$ cat config.mk
export PLATFORM = sky130hd
export DESIGN_NAME = line_transfer_unit
export DESIGN_NICKNAME = d
export VERILOG_FILES = /design/src/rtl/line_transfer_unit.sv
export SDC_FILE = /design/constraint.sdc
export NUM_CORES = 1
export LEC_CHECK = 0
export CORE_AREA = 5 5 505 507
export DETAILED_ROUTE_END_ITERATION = 16
export DIE_AREA = 0 0 510 512
export GPL_ROUTABILITY_DRIVEN = 0
export PLACE_DENSITY = 0.37
export RECOVER_POWER = 25
export SYNTH_ARGS = -nofsm -noshare
export SYNTH_HDL_FRONTEND = slang
export SYNTH_SLANG_ARGS = --single-unit
$ cat constraint.sdc
create_clock -name clk -period 4 [get_ports clk]
set_clock_uncertainty 0.2 [all_clocks]
set_input_delay 0.6 -clock clk [delete_from_list [all_inputs] [get_ports clk]]
set_output_delay 0.6 -clock clk [all_outputs]
set_load 0.1 [all_outputs]
$ cat src/rtl/line_transfer_unit.sv
// Cache-line transfer engine: moves BLOCK_WORDS words between the cache and a
// word-wide memory port, optionally chaining a victim writeback into a fill.
module line_transfer_unit #(
  parameter int DATA_WIDTH  = 32,
  parameter int ADDR_WIDTH  = 64,
  parameter int BLOCK_WORDS = 16
) (
  input  logic                              clk,
  input  logic                              arstn,
  input  logic                              i_start_read,
  input  logic                              i_start_write,
  input  logic [ADDR_WIDTH-1:0]             i_fill_addr,
  input  logic [ADDR_WIDTH-1:0]             i_wb_addr,
  input  logic [BLOCK_WORDS*DATA_WIDTH-1:0] i_wb_block,
  output logic [BLOCK_WORDS*DATA_WIDTH-1:0] o_block,
  output logic                              o_busy,
  output logic                              o_done,
  output logic [ADDR_WIDTH-1:0]             o_mem_addr,
  output logic [DATA_WIDTH-1:0]             o_mem_data,
  output logic                              o_mem_write_en,
  input  logic [DATA_WIDTH-1:0]             i_mem_data,
  input  logic                              i_mem_access
);

  localparam int LW     = BLOCK_WORDS * DATA_WIDTH;
  localparam int IDX_W  = $clog2(BLOCK_WORDS);
  localparam int BYTES  = DATA_WIDTH / 8;
  localparam int WORD_SH = $clog2(BYTES);
  localparam int OFF_W  = $clog2(BLOCK_WORDS * BYTES);
  localparam logic [ADDR_WIDTH-1:0] LINE_MASK = {ADDR_WIDTH{1'b1}} << OFF_W;

  typedef enum logic [1:0] {S_IDLE, S_WRITE, S_READ, S_DONE} state_t;

  state_t                  state_q, state_d;
  logic [IDX_W-1:0]        idx_q, idx_d;
  logic                    chain_q, chain_d;
  logic [ADDR_WIDTH-1:0]   wb_base_q, wb_base_d;
  logic [ADDR_WIDTH-1:0]   fill_base_q, fill_base_d;
  logic [LW-1:0]           wb_block_q, wb_block_d;
  logic [LW-1:0]           block_q, block_d;
  logic [ADDR_WIDTH-1:0]   word_off;
  logic                    last_word;

  assign word_off  = ADDR_WIDTH'(idx_q) << WORD_SH;
  assign last_word = &idx_q;
  assign o_block   = block_q;

  always_comb begin
    state_d        = state_q;
    idx_d          = idx_q;
    chain_d        = chain_q;
    wb_base_d      = wb_base_q;
    fill_base_d    = fill_base_q;
    wb_block_d     = wb_block_q;
    block_d        = block_q;
    o_busy         = 1'b0;
    o_done         = 1'b0;
    o_mem_addr     = '0;
    o_mem_data     = '0;
    o_mem_write_en = 1'b0;

    case (state_q)
      S_IDLE: begin
        // Writeback wins when both arrive; the fill rides along as a chain.
        if (i_start_write) begin
          wb_base_d  = i_wb_addr & LINE_MASK;
          wb_block_d = i_wb_block;
          chain_d    = i_start_read;
          if (i_start_read) fill_base_d = i_fill_addr & LINE_MASK;
          idx_d      = '0;
          state_d    = S_WRITE;
        end else if (i_start_read) begin
          fill_base_d = i_fill_addr & LINE_MASK;
          chain_d     = 1'b0;
          idx_d       = '0;
          state_d     = S_READ;
        end
      end
      S_WRITE: begin
        o_busy         = 1'b1;
        o_mem_addr     = wb_base_q + word_off;
        o_mem_data     = wb_block_q[idx_q*DATA_WIDTH +: DATA_WIDTH];
        o_mem_write_en = i_mem_access;
        if (i_mem_access) begin
          idx_d = idx_q + 1'b1;
          if (last_word) begin
            state_d = chain_q ? S_READ : S_DONE;
            chain_d = 1'b0;
          end
        end
      end
      S_READ: begin
        o_busy     = 1'b1;
        o_mem_addr = fill_base_q + word_off;
        if (i_mem_access) begin
          block_d[idx_q*DATA_WIDTH +: DATA_WIDTH] = i_mem_data;
          idx_d = idx_q + 1'b1;
          if (last_word) state_d = S_DONE;
        end
      end
      S_DONE: begin
        o_done  = 1'b1;
        state_d = S_IDLE;
      end
      default: state_d = S_IDLE;
    endcase
  end

  always_ff @(posedge clk or negedge arstn) begin
    if (!arstn) begin
      state_q     <= S_IDLE;
      idx_q       <= '0;
      chain_q     <= 1'b0;
      wb_base_q   <= '0;
      fill_base_q <= '0;
      wb_block_q  <= '0;
      block_q     <= '0;
    end else begin
      state_q     <= state_d;
      idx_q       <= idx_d;
      chain_q     <= chain_d;
      wb_base_q   <= wb_base_d;
      fill_base_q <= fill_base_d;
      wb_block_q  <= wb_block_d;
      block_q     <= block_d;
    end
  end

endmodule

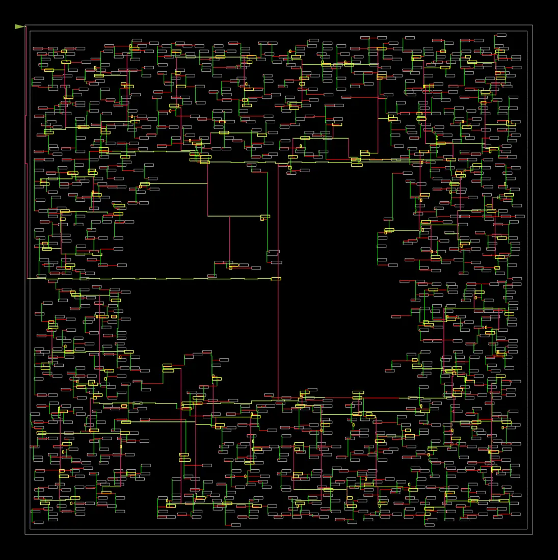
(the clock network)
number of flip-flops and latches: 1147
number of buffers created by CTS: 151
Clock group: 0.0137 W
Late-Pin Clk Latency: 0.75 ns
# clk buffers: 237

==> out/writeup.txt <==
The flow ran to the end, but the final reports show violations. The final reports fail on capacitance limit, slew limit. The beginning of the worst hold path is i_mem_data[26].

Yosys reported a register bit count of 1147. Total wirelength of the detailed-routed design: 266000 um. The finished layout reports a core utilization of 29.4%.

Initial antenna violation count: 148. The tools report the start of the worst register-to-register path as idx_q[1]. Setup total negative slack on the finished layout was measured at 0 ns.

Sequential cells were found to cover 57.4% of the synthesized design area. The sum of net half-perimeters after detailed placement is 198000 um, and the headroom to the max-slew limit is -27.4%. Per the final layout report, the fraction of cells sized above drive strength 1 comes to 33.3%.

The fraction of registers with async set or reset after synthesis is 100%. Per the synth stats, the flop cell with the highest instance count is dfrtp_1. For the met3 capacity usage during global routing, the log shows 7.06%. Placed cell count: 8160.

Routing resource usage on met1 recorded by global route was 22.0%. The tightest hold path in the finished design has a slack of 0.190 ns. The run gives 3.84 ns for the final critical-path required period. The most numerous cell type found on the critical path is buf_4. Of the available clock period, the critical path in the final layout requires 96.1%. The most common logic cell in the final layout is dfrtp_1. Per the CTS log, the buffer count on the longest clock path is 3. The maximum fanout along the worst path works out to 6.

Entering global routing, the biggest net connects 132 pins. Highest-delay cell along the critical path: mux4_2. VDD sags by at most 774 uV.

Worst-margin pin slew: 1.91 ns. Counting distinct cell types in the post-synthesis netlist gives 53. The post-CTS clock slew at the launch and capture registers of the worst setup and hold paths works out to 0.06 ns.

The final layout report lists a filler cell count of 25700. For reference, the post-synthesis area per instance comes to 13.7 um2. The peak clock frequency supported by timing is 260 MHz, and the required time at the worst-slack endpoint is 3.20 ns. The run gives 50000 um2 as the netlist area before placement. Using the TritonRoute via totals, the vias-per-cell ratio works out to 4.34. In the synthesis report, Yosys lists the chip area as 50000 um2.

Per the log, the first TritonRoute iteration ended with a DRC count of 2047. Critical path launch point: idx_q[1]. The net count reported at finish was 5686. The most congested layer reported by global routing was met2. Power spread over the standard cell area amounts to 798 nW/um2. Summing over the stages, the warning tally comes to 48. Per STA, the worst path is made up of buf_16, buf_4, mux4_2, a22oi_1, buf_4, o21ai_1, buf_12. The first global-routing pass estimated 356000 um of wire. Across all register-to-register paths, the minimum setup slack is 0.36 ns. The final tally of max-slew violations is 78, and the area enclosed by the die boundary is 261000 um2.

The logs give 0 for the final tally of hold violations and 0.0586 W for the total chip power. Sink of the worst hold path: o_block[58]. The number of top-level design ports is 1288, and the post-route worst setup slack is 0.156 ns. Dominant kind of combinational cell: multiplexers.

The number of cells on the worst hold path is listed as 3. All-layer global routing usage: 19.7%. The run gives 0.263 ns for the pre-CTS worst setup slack. Setup repair after global routing could not meet its margin everywhere.

Summing the areas of all xor and xnor instances in the mapped netlist gives 0.0350% of the synthesized area. In this run, synthesis inferred 0 flip-flops with an integrated enable. For reference, the mux area share after synthesis is 27.8%.

The capture point of the worst register-to-register path is recorded as o_block[409]. The warning tally printed by Yosys for this design is 0. In this run, the synthesized area fraction spent on and/or/nand/nor cells is recorded as 5.30%. The run gives 39200 as the number of global-route vias before repair.

The CTS log lists the clock sinks for this run as 1147. The worst setup path is of the flip-flop to output pin kind. The number of gates resized after CTS was 46. TritonCTS built the clock tree.

The routed wire length per instance is 31.3 um, and the summed area of non-filler cells in the final layout is 73500 um2. In this run, the synthesized area fraction spent on adder and majority cells is recorded as 0.175%. The placement stage leaves a total instance area of 68000 um2. Between the synthesized netlist and the finished layout, the area growth was recorded as 47.0%. The met2 demand-to-capacity share in global routing is 35.7%. In the routed design, unresolved DRC markers number 0.

The initialized floorplan defines 184 standard-cell rows. With the biggest cell delay along the critical path at 0.54 ns, the sum of overflow across all layers after global routing is 0. Detailed routing inserted a total of 36900 vias. The top cell types in the final layout, fill and taps aside, are dfrtp_1 (1144), clkdlybuf4s50_1 (1139), mux2_2 (907). The logs give 1 for the tally of max-capacitance violations and 4 for the depth of the CTS H-tree. Number of cells in Yosys stat: 3652. The length of the first detailed-routing pass in iterations is 5, and the core area is 250000 um2.

Per the post-synthesis report, the number of cells in the design is 3652. Nets still carrying antenna violations after routing amount to 0. The script extracted a total leakage power of 31.3 nW. The run gives 27 for the number of post-CTS setup repair buffers.

STA reports the tightest min-delay check as being of type input port to flip-flop. Per the finish-stage timing summary, setup violations number 0. The finished layout holds 8502 standard cells, fillers aside. The clock tree root buffer cell was clkbuf_16. The hold-fix buffer count after cts was 1; the critical path data arrival time was 3.04 ns.

Compound-cell area share of the yosys netlist: 6.63%. STA classifies the critical path endpoint as an output pin. Once the floorplan was initialized, standard cells occupied 20.0% of the core.

The worst setup path is launched from a flip-flop. Capture point of the worst path: o_mem_data[5]. Counting cells, the worst reg-to-reg path comes to 11.
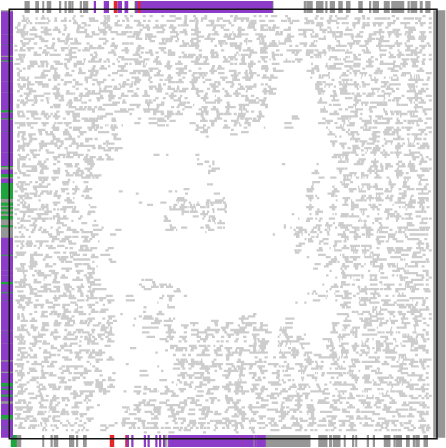
(ports around the boundary)
Pins as bars across the die edge, other pins in gray.
i_start_read: in cyan, pins 1, direction input, edge north. i_fill_addr: in green, pins 64, direction input, edge 58 west, 6 south. o_mem_data: in red, pins 32, direction output, edge 22 north, 10 south. i_wb_block: in purple, pins 512, direction input, edge 235 west, 161 north, 116 south.
IO Port Bufs: 1273
Die H: 512 um
Horiz. Die Dim: 510 um

## cells in the mapped netlist, drive strengths merged (4+ instances only)
cell type / n / area (um2)
a22oi: 151 / 1130
and2: 72 / 450
and3: 130 / 813
buf: 92 / 544
clkbuf: 201 / 754
dfrtp: 1147 / 28700
ha: 7 / 87.6
inv: 6 / 22.5
mux2: 971 / 11200
mux2i: 129 / 1290
mux4: 64 / 1440
nand2: 179 / 672
nand2b: 4 / 25.0
nand3: 4 / 20.0
nor2: 10 / 37.5
nor2b: 63 / 394
nor3: 10 / 75.1
o21a: 4 / 30.0
o21ai: 307 / 1540
o31ai: 66 / 509
or2: 6 / 37.5
## critical path: cells and delay by family (launching register included)
kind | cells | cell delay (ns)
compound gates | 2 | 0.35
buf+inv | 4 | 0.82
flops | 1 | 0.53
mux | 1 | 0.54
## area by class of cell
class | instances | area [um2] | share of cell area (%)
diodes | 36 | 90.1 | 0.123
well taps | 3348 | 4190 | 5.70
repair buffers | 1488 | 15100 | 20.5
flip-flops and latches | 1147 | 28700 | 39.1
clock buffers | 237 | 4480 | 6.10
multi-input cells | 2208 | 20400 | 27.8
inverters | 6 | 22.5 | 0.0307
clock inverters | 32 | 468 | 0.637
## power breakdown
part,internal (W),switching (W)
registers,0.0155,0.00228
clock network,0.00794,0.00572
logic,0.00967,0.0176
total,0.0331,0.0256
## registers in the layout (all words and copies together), names as in the netlist
signal       flops
idx_q            4
o_block        512
wb_block_q     512
wb_base_q       58
state_q          2
chain_q          1
fill_base_q     58
## per-layer routing
layer | routed length (um) | part of all wire, %
met1 | 98600 | 37
met4 | 6290 | 2.4
met5 | 1030 | 0.39
met2 | 138000 | 52
met3 | 21900 | 8.2
No activity file was given, so power comes from the tool's default toggle rates.
